### Cell outlines without signal wires

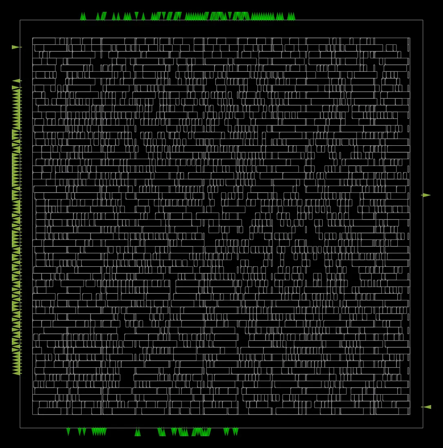
### Cell classes on the final placement

Fill, decap, tap and diode cells in gray.
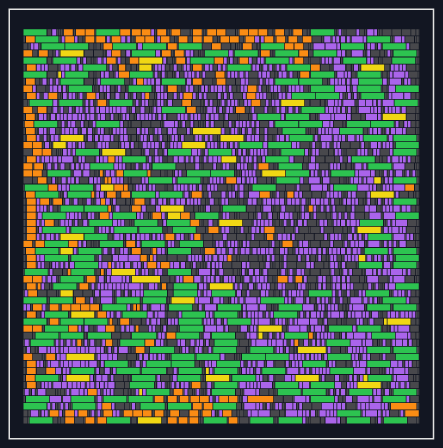
File: config.mk
export PLATFORM = sky130hd
export DESIGN_NAME = fetch_issue_ctrl
export DESIGN_NICKNAME = d
export VERILOG_FILES = /design/src/rtl/core_isa_pkg.sv /design/src/rtl/reg_scoreboard.sv /design/src/rtl/fetch_issue_ctrl.sv
export SDC_FILE = /design/constraint.sdc
export NUM_CORES = 1
export LEC_CHECK = 0
export ABC_AREA = 1
export CORE_AREA = 5 5 158 160
export DETAILED_ROUTE_END_ITERATION = 8
export DIE_AREA = 0 0 163 165
export GPL_TIMING_DRIVEN = 0
export PLACE_DENSITY_LB_ADDON = 0.08
export SETUP_SLACK_MARGIN = 0.4
export SLEW_MARGIN = 20
export SYNTH_ARGS = -nofsm -noshare
export SYNTH_HDL_FRONTEND = slang
export SYNTH_HIERARCHICAL = 1
export SYNTH_SLANG_ARGS = --single-unit
File: constraint.sdc
create_clock -name clk -period 8.3 [get_ports clk]
set_clock_uncertainty 0.1 [all_clocks]
set_input_delay 1.245 -clock clk [delete_from_list [all_inputs] [get_ports clk]]
set_output_delay 1.245 -clock clk [all_outputs]
set_load 0.01 [all_outputs]
File: src/rtl/core_isa_pkg.sv
// ISA constants and decode helpers for the 5-bit-opcode 32-bit core.
// Shared by the fetch/issue controller and its register scoreboard.
package core_isa_pkg;

    localparam logic [4:0] OP_ADD  = 5'd0;
    localparam logic [4:0] OP_SUB  = 5'd1;
    localparam logic [4:0] OP_ADDI = 5'd2;
    localparam logic [4:0] OP_SUBI = 5'd3;
    localparam logic [4:0] OP_MLT  = 5'd4;
    localparam logic [4:0] OP_BEQ  = 5'd14;
    localparam logic [4:0] OP_J    = 5'd16;
    localparam logic [4:0] OP_CMP  = 5'd17;
    localparam logic [4:0] OP_NOP  = 5'd31;

    localparam logic [31:0] NOP_WORD = 32'hF800_0000;
    localparam logic [31:0] END_WORD = 32'hFFFF_FFFF;

    typedef enum logic [1:0] {
        S_FETCH,
        S_ISSUE,
        S_WAIT_BR,
        S_HALT
    } fi_state_e;

    function automatic logic [4:0] f_op(input logic [31:0] w);
        return w[31:27];
    endfunction

    function automatic logic [4:0] f_rd(input logic [31:0] w);
        return w[26:22];
    endfunction

    function automatic logic [4:0] f_rs(input logic [31:0] w);
        return w[21:17];
    endfunction

    function automatic logic [4:0] f_rt(input logic [31:0] w);
        return w[16:12];
    endfunction

    function automatic logic [31:0] f_jaddr(input logic [31:0] w);
        return {5'b0, w[26:0]};
    endfunction

    function automatic logic is_rtype(input logic [4:0] op);
        return (op == OP_ADD) || (op == OP_SUB) || (op == OP_MLT) || (op == OP_CMP);
    endfunction

    function automatic logic is_imm(input logic [4:0] op);
        return (op == OP_ADDI) || (op == OP_SUBI);
    endfunction

    function automatic logic reads_rs(input logic [4:0] op);
        return is_rtype(op) || is_imm(op) || (op == OP_BEQ);
    endfunction

    function automatic logic reads_rt(input logic [4:0] op);
        return is_rtype(op);
    endfunction

    function automatic logic reads_rd(input logic [4:0] op);
        return op == OP_BEQ;
    endfunction

    function automatic logic writes_rd(input logic [4:0] op);
        return is_rtype(op) || is_imm(op);
    endfunction

endpackage

File: src/rtl/reg_scoreboard.sv
// Per-register write-latency scoreboard: a register stays busy for WB_LAT edges
// after a writer issues. R0 is hardwired and never busy.
module reg_scoreboard #(
    parameter int WB_LAT = 3
) (
    input  logic       clk,
    input  logic       rst_n,
    input  logic       mark,
    input  logic [4:0] mark_rd,
    input  logic [4:0] rd_a,
    input  logic       rd_a_en,
    input  logic [4:0] rd_b,
    input  logic       rd_b_en,
    input  logic [4:0] rd_c,
    input  logic       rd_c_en,
    output logic       hazard
);

    localparam logic [2:0] LAT = 3'(WB_LAT);

    logic [2:0]  cnt [1:31];
    logic [31:0] busy;

    // NOTE: sequential state uses non-blocking assignments so every flop samples
    // pre-edge values regardless of process ordering.
    // NOTE: these 31 counters are control state (not a data array), so they are
    // reset; a stale busy bit after reset would deadlock issue.
    always_ff @(posedge clk or negedge rst_n) begin
        if (!rst_n) begin
            for (int i = 1; i < 32; i++) cnt[i] <= '0;
        end else begin
            for (int i = 1; i < 32; i++) begin
                if (mark && mark_rd == 5'(i))
                    cnt[i] <= LAT;
                else if (cnt[i] != 3'd0)
                    cnt[i] <= cnt[i] - 3'd1;
            end
        end
    end

    // NOTE: every combinational output gets a default first so no latch is inferred.
    always_comb begin
        busy = '0;
        for (int i = 1; i < 32; i++) busy[i] = (cnt[i] != 3'd0);
    end

    assign hazard = (rd_a_en && busy[rd_a]) || (rd_b_en && busy[rd_b]) || (rd_c_en && busy[rd_c]);

endmodule

File: src/rtl/fetch_issue_ctrl.sv
// Fetch/issue sequencer: owns the PC, fetches one word at a time, resolves J at
// fetch, parks on BEQ until EX resolves it, and interlocks RAW hazards.
module fetch_issue_ctrl
    import core_isa_pkg::*;
#(
    parameter int          WB_LAT   = 3,
    parameter logic [31:0] PC_RESET = 32'h0,
    parameter int          STALL_W  = 16
) (
    input  logic               clk,
    input  logic               rst_n,
    output logic               imem_req,
    output logic [31:0]        imem_addr,
    input  logic [31:0]        imem_rdata,
    input  logic               imem_valid,
    input  logic               ex_ready,
    input  logic               br_done,
    input  logic               br_taken,
    input  logic [31:0]        br_target,
    output logic               if_valid,
    output logic [31:0]        if_instr,
    output logic [31:0]        if_pc,
    output logic               halted,
    output logic [STALL_W-1:0] stall_cnt
);

    fi_state_e    state, state_n;
    logic [31:0]  pc, pc_n;
    logic [31:0]  ibuf;
    logic         req_q, req_n;
    logic         load_ibuf, issue, stall_inc, hazard;
    logic [4:0]   op;

    assign op = f_op(ibuf);

    reg_scoreboard #(.WB_LAT(WB_LAT)) u_sb (
        .clk     (clk),
        .rst_n   (rst_n),
        .mark    (issue && writes_rd(op)),
        .mark_rd (f_rd(ibuf)),
        .rd_a    (f_rs(ibuf)),
        .rd_a_en (reads_rs(op)),
        .rd_b    (f_rt(ibuf)),
        .rd_b_en (reads_rt(op)),
        .rd_c    (f_rd(ibuf)),
        .rd_c_en (reads_rd(op)),
        .hazard  (hazard)
    );

    always_ff @(posedge clk or negedge rst_n) begin
        if (!rst_n) begin
            state <= S_FETCH;
            pc    <= PC_RESET;
            req_q <= 1'b0;
        end else begin
            state <= state_n;
            pc    <= pc_n;
            req_q <= req_n;
        end
    end

    // req_q gates imem_valid, so a response to a fetch abandoned by reset is dropped.
    always_comb begin
        state_n   = state;
        pc_n      = pc;
        req_n     = 1'b0;
        load_ibuf = 1'b0;
        issue     = 1'b0;
        stall_inc = 1'b0;
        case (state)
            S_FETCH: begin
                if (req_q && imem_valid) begin
                    load_ibuf = 1'b1;
                    state_n   = S_ISSUE;
                end else begin
                    req_n = 1'b1;
                end
            end
            S_ISSUE: begin
                if (ibuf == END_WORD) begin
                    state_n = S_HALT;
                end else if (op == OP_J) begin
                    pc_n    = f_jaddr(ibuf);
                    state_n = S_FETCH;
                    req_n   = 1'b1;
                end else if (hazard) begin
                    stall_inc = 1'b1;
                end else if (ex_ready) begin
                    issue = 1'b1;
                    pc_n  = pc + 32'd1;
                    if (op == OP_BEQ) begin
                        state_n = S_WAIT_BR;
                    end else begin
                        state_n = S_FETCH;
                        req_n   = 1'b1;
                    end
                end
            end
            S_WAIT_BR: begin
                if (br_done) begin
                    if (br_taken) pc_n = br_target;
                    state_n = S_FETCH;
                    req_n   = 1'b1;
                end
            end
            default: ;
        endcase
    end

    always_ff @(posedge clk or negedge rst_n) begin
        if (!rst_n) begin
            ibuf      <= NOP_WORD;
            if_valid  <= 1'b0;
            if_instr  <= NOP_WORD;
            if_pc     <= '0;
            stall_cnt <= '0;
        end else begin
            if (load_ibuf) ibuf <= imem_rdata;
            if_valid <= issue;
            if_instr <= issue ? ibuf : NOP_WORD;
            if (issue) if_pc <= pc;
            if (stall_inc && stall_cnt != '1) stall_cnt <= stall_cnt + 1'b1;
        end
    end

    assign imem_req  = req_q;
    assign imem_addr = pc;
    assign halted    = (state == S_HALT);

endmodule

==> out/qor.txt <==
delay-heaviest family, CP: simple AND/OR/NAND/NOR gates
first-pass detailed-route iteration total: 6
CP Launch Type: flip-flop
post-layout util: 72.9%
fp util: 59.1%
initial antenna violation count: 3
total number of vias: 13.0k
status: finished clean
min-delay src: u_sb/cnt[71]
WL final: 40900 um
RSZ-0062 raised after global routing: no
Worst Path Arrival: 4.28 ns
PwrDens: 373 mW/mm2
Fillers: 1935
critical path startpoint: ibuf[23]
final net count: 2224
Placeable Area: 0.0233 mm2
Post-CTS Resized: 0
Post-synth EDFFs: 0
die area: 0.0269 mm2
post-synthesis sequential area ratio: 44.0%
vias per cell: 5.37
Leak: 8.56 nW
Worst Path Required: 8.66 ns
worst-margin pin slew: 0.674 ns
Syn Inst Count: 1871
slew margin rel.: 55.0%
crit-path max cell delay: 0.55 ns
Dominant Register Cell: dfrtp_1
Top Ports: 185
maxcap violations: 0
share of cells above drive strength 1: 5.28%
post-synthesis instance area: 0.0137 mm2
Pins Over Slew Limit: 0
Area Growth Syn to Fin: 23.4%
GRT Resource Usage Total: 30.6%
WS Path Type: flip-flop to flip-flop
I/O Buffers: 184
Worst Setup End Kind: flip-flop
Routability Congestion: 0.910
Net Count, Synth: 2010
register clock-pin slew on the reported worst setup and hold paths: 0.06 ns
Die H: 165 um
crit path time final: 3.92 ns
VDD IR max: 191 uV
total gr overflow: 0
clk sinks: 241
Iteration-0 DRC Markers: 912
Log Warnings: 61
fmax: 255 MHz
setup bufs post-CTS: 0
TritonCTS clock tree: built
top cells by count: nand2_1, inv_1, dfrtp_1, nor2_1, nand3_1
root buf cell: clkbuf_16
Chip Area, Yosys: 0.0137 mm2
die span in x: 163 um
final hold vios: 0
CP max-delay cell: dfrtp_1
fraction of registers with async set/reset: 100%
post-route ant nets: 0
Placed Cells: 2376
Cell Type Count: 38
number of H-tree levels: 1
post-detail-place hpwl: 30700 um
Buf+Inv Stages, Crit Path: 9
yosys cell count: 1871
vias in the first global route: 12.9k
worst r2r src: ibuf[23]
worst skew pair latency: 0.55 ns
Back to the opening pictures, 'Cell outlines without signal wires':
TAP cells: 319
Layout Cells excl Fill: 2422
Seq area share: 35.6%

Back to the opening pictures, 'Cell classes on the final placement':
legend:
  remaining logic cells:
    color: purple
    cells: 1582
    share_of_their_area: 45%
  clock drivers and dummy loads:
    color: yellow
    cells: 45
    share_of_their_area: 5.5%
  remaining buffers and delay cells:
    color: orange
    cells: 234
    share_of_their_area: 13%
  sequential cells:
    color: green
    cells: 241
    share_of_their_area: 36%

[cells in the final DEF (no fill, tap or decap), types with 6 or more instances in the layout]
cell type,instances
o211ai_1,28
a211oi_1,30
clkbuf_16,26
clkbuf_8,6
a21oi_1,49
ha_1,69
o21ai_0,80
nand4_1,10
clkbuf_1,18
buf_4,10
dfrtp_1,231
nand2_1,596
buf_2,10
o21ai_1,38
nand3_1,158
inv_1,280
nor2_1,191
clkdlybuf4s50_1,183
xor2_1,10
nor2_2,6
buf_6,13
dfstp_2,10
[worst reg2reg max path: stages, from the launching register on]
cell      delay [ns]
dfrtp_1         0.55
buf_2           0.28
inv_1           0.22
nand3_1         0.11
nand2_1         0.07
nand2_1         0.05
nand3_1         0.10
nand3_1         0.13
nand3_1         0.13
nand3_1         0.10
inv_1           0.10
nand2_1         0.10
nor2_1          0.12
nand2_1         0.13
buf_4           0.24
buf_6           0.18
nor2_1          0.15
inv_1           0.05
nor2_1          0.08
inv_1           0.11
buf_2           0.23
nor2_1          0.27
inv_1           0.12
o211ai_1        0.11
[power by group]
group	switching, mW	internal, mW
Sequential	0.440	1.69
Clock	0.485	0.751
Combinational	1.75	1.20
Total	2.68	3.65
[kinds of logic after synthesis]
| logic type | Yosys count | synth area share (%) |
|---|---|---|
| and+or+nand+nor | 984 | 29.1 |
| buffers and inverters | 335 | 10.3 |
| DFF | 241 | 44.0 |
| AOI/OAI and AO/OA | 230 | 9.54 |
| adders and majority gates | 69 | 6.28 |
| xor gates and xnor gates | 12 | 0.765 |
[cell type report]
| type | instances | area [um2] | area share (%) |
|---|---|---|---|
| Multi-Input combinational cell | 1295 | 6280 | 37.0 |
| Sequential cell | 241 | 6040 | 35.6 |
| Timing Repair Buffer | 186 | 1900 | 11.2 |
| Inverter | 287 | 1090 | 6.44 |
| Clock buffer | 36 | 748 | 4.41 |
| Tap cell | 319 | 399 | 2.35 |
| Buffer | 48 | 328 | 1.93 |
| Clock inverter | 9 | 161 | 0.952 |
| Antenna cell | 1 | 2.50 | 0.0148 |
[flip-flops by register name (all words and copies together) (netlist names)]
register	cells
imem_addr	32
imem_req	1
u_sb/cnt	93
stall_cnt	16
state	2
if_pc	32
ibuf	32
if_valid	1
if_instr	32
[through the flow]
step | power (mW) | instance area (um2) | TNS, ns | setup WS [ns] | hold slack [ns]
after floorplan | 3.93 | 13700 | 0 | 5.47 | 0.341
final | 6.33 | 17000 | 0 | 4.38 | 0.370
after global routing | 6.84 | 17000 | 0 | 4.09 | 0.395
after CTS | 6.33 | 17000 | 0 | 4.44 | 0.374
after detailed placement | 5.05 | 16000 | 0 | 4.52 | 0.363
after global placement | 4.90 | 16000 | -1033.07 | -4.45 | 0.355
[path summary, 6_finish.rpt]
path,to,slack (ns),cells past startpoint
max in group asynchronous,if_pc[10],6.64,2
worst max-delay path,u_sb/cnt[85],4.38,23
worst min-delay path,u_sb/cnt[71],0.37,1
min in group asynchronous,u_sb/cnt[34],0.57,1
worst min register to register,u_sb/cnt[71],0.37,1
worst max register to register,u_sb/cnt[85],4.38,23
[per-layer routing]
layer / global-route usage (%) / part of all wire, %
met5: 0 / 0.076
met4: 11.8 / 4.1
met3: 7.74 / 8.3
met2: 51.5 / 48
met1: 38.2 / 40
Power figures rest on the tool's default switching activity, not on a simulated workload.
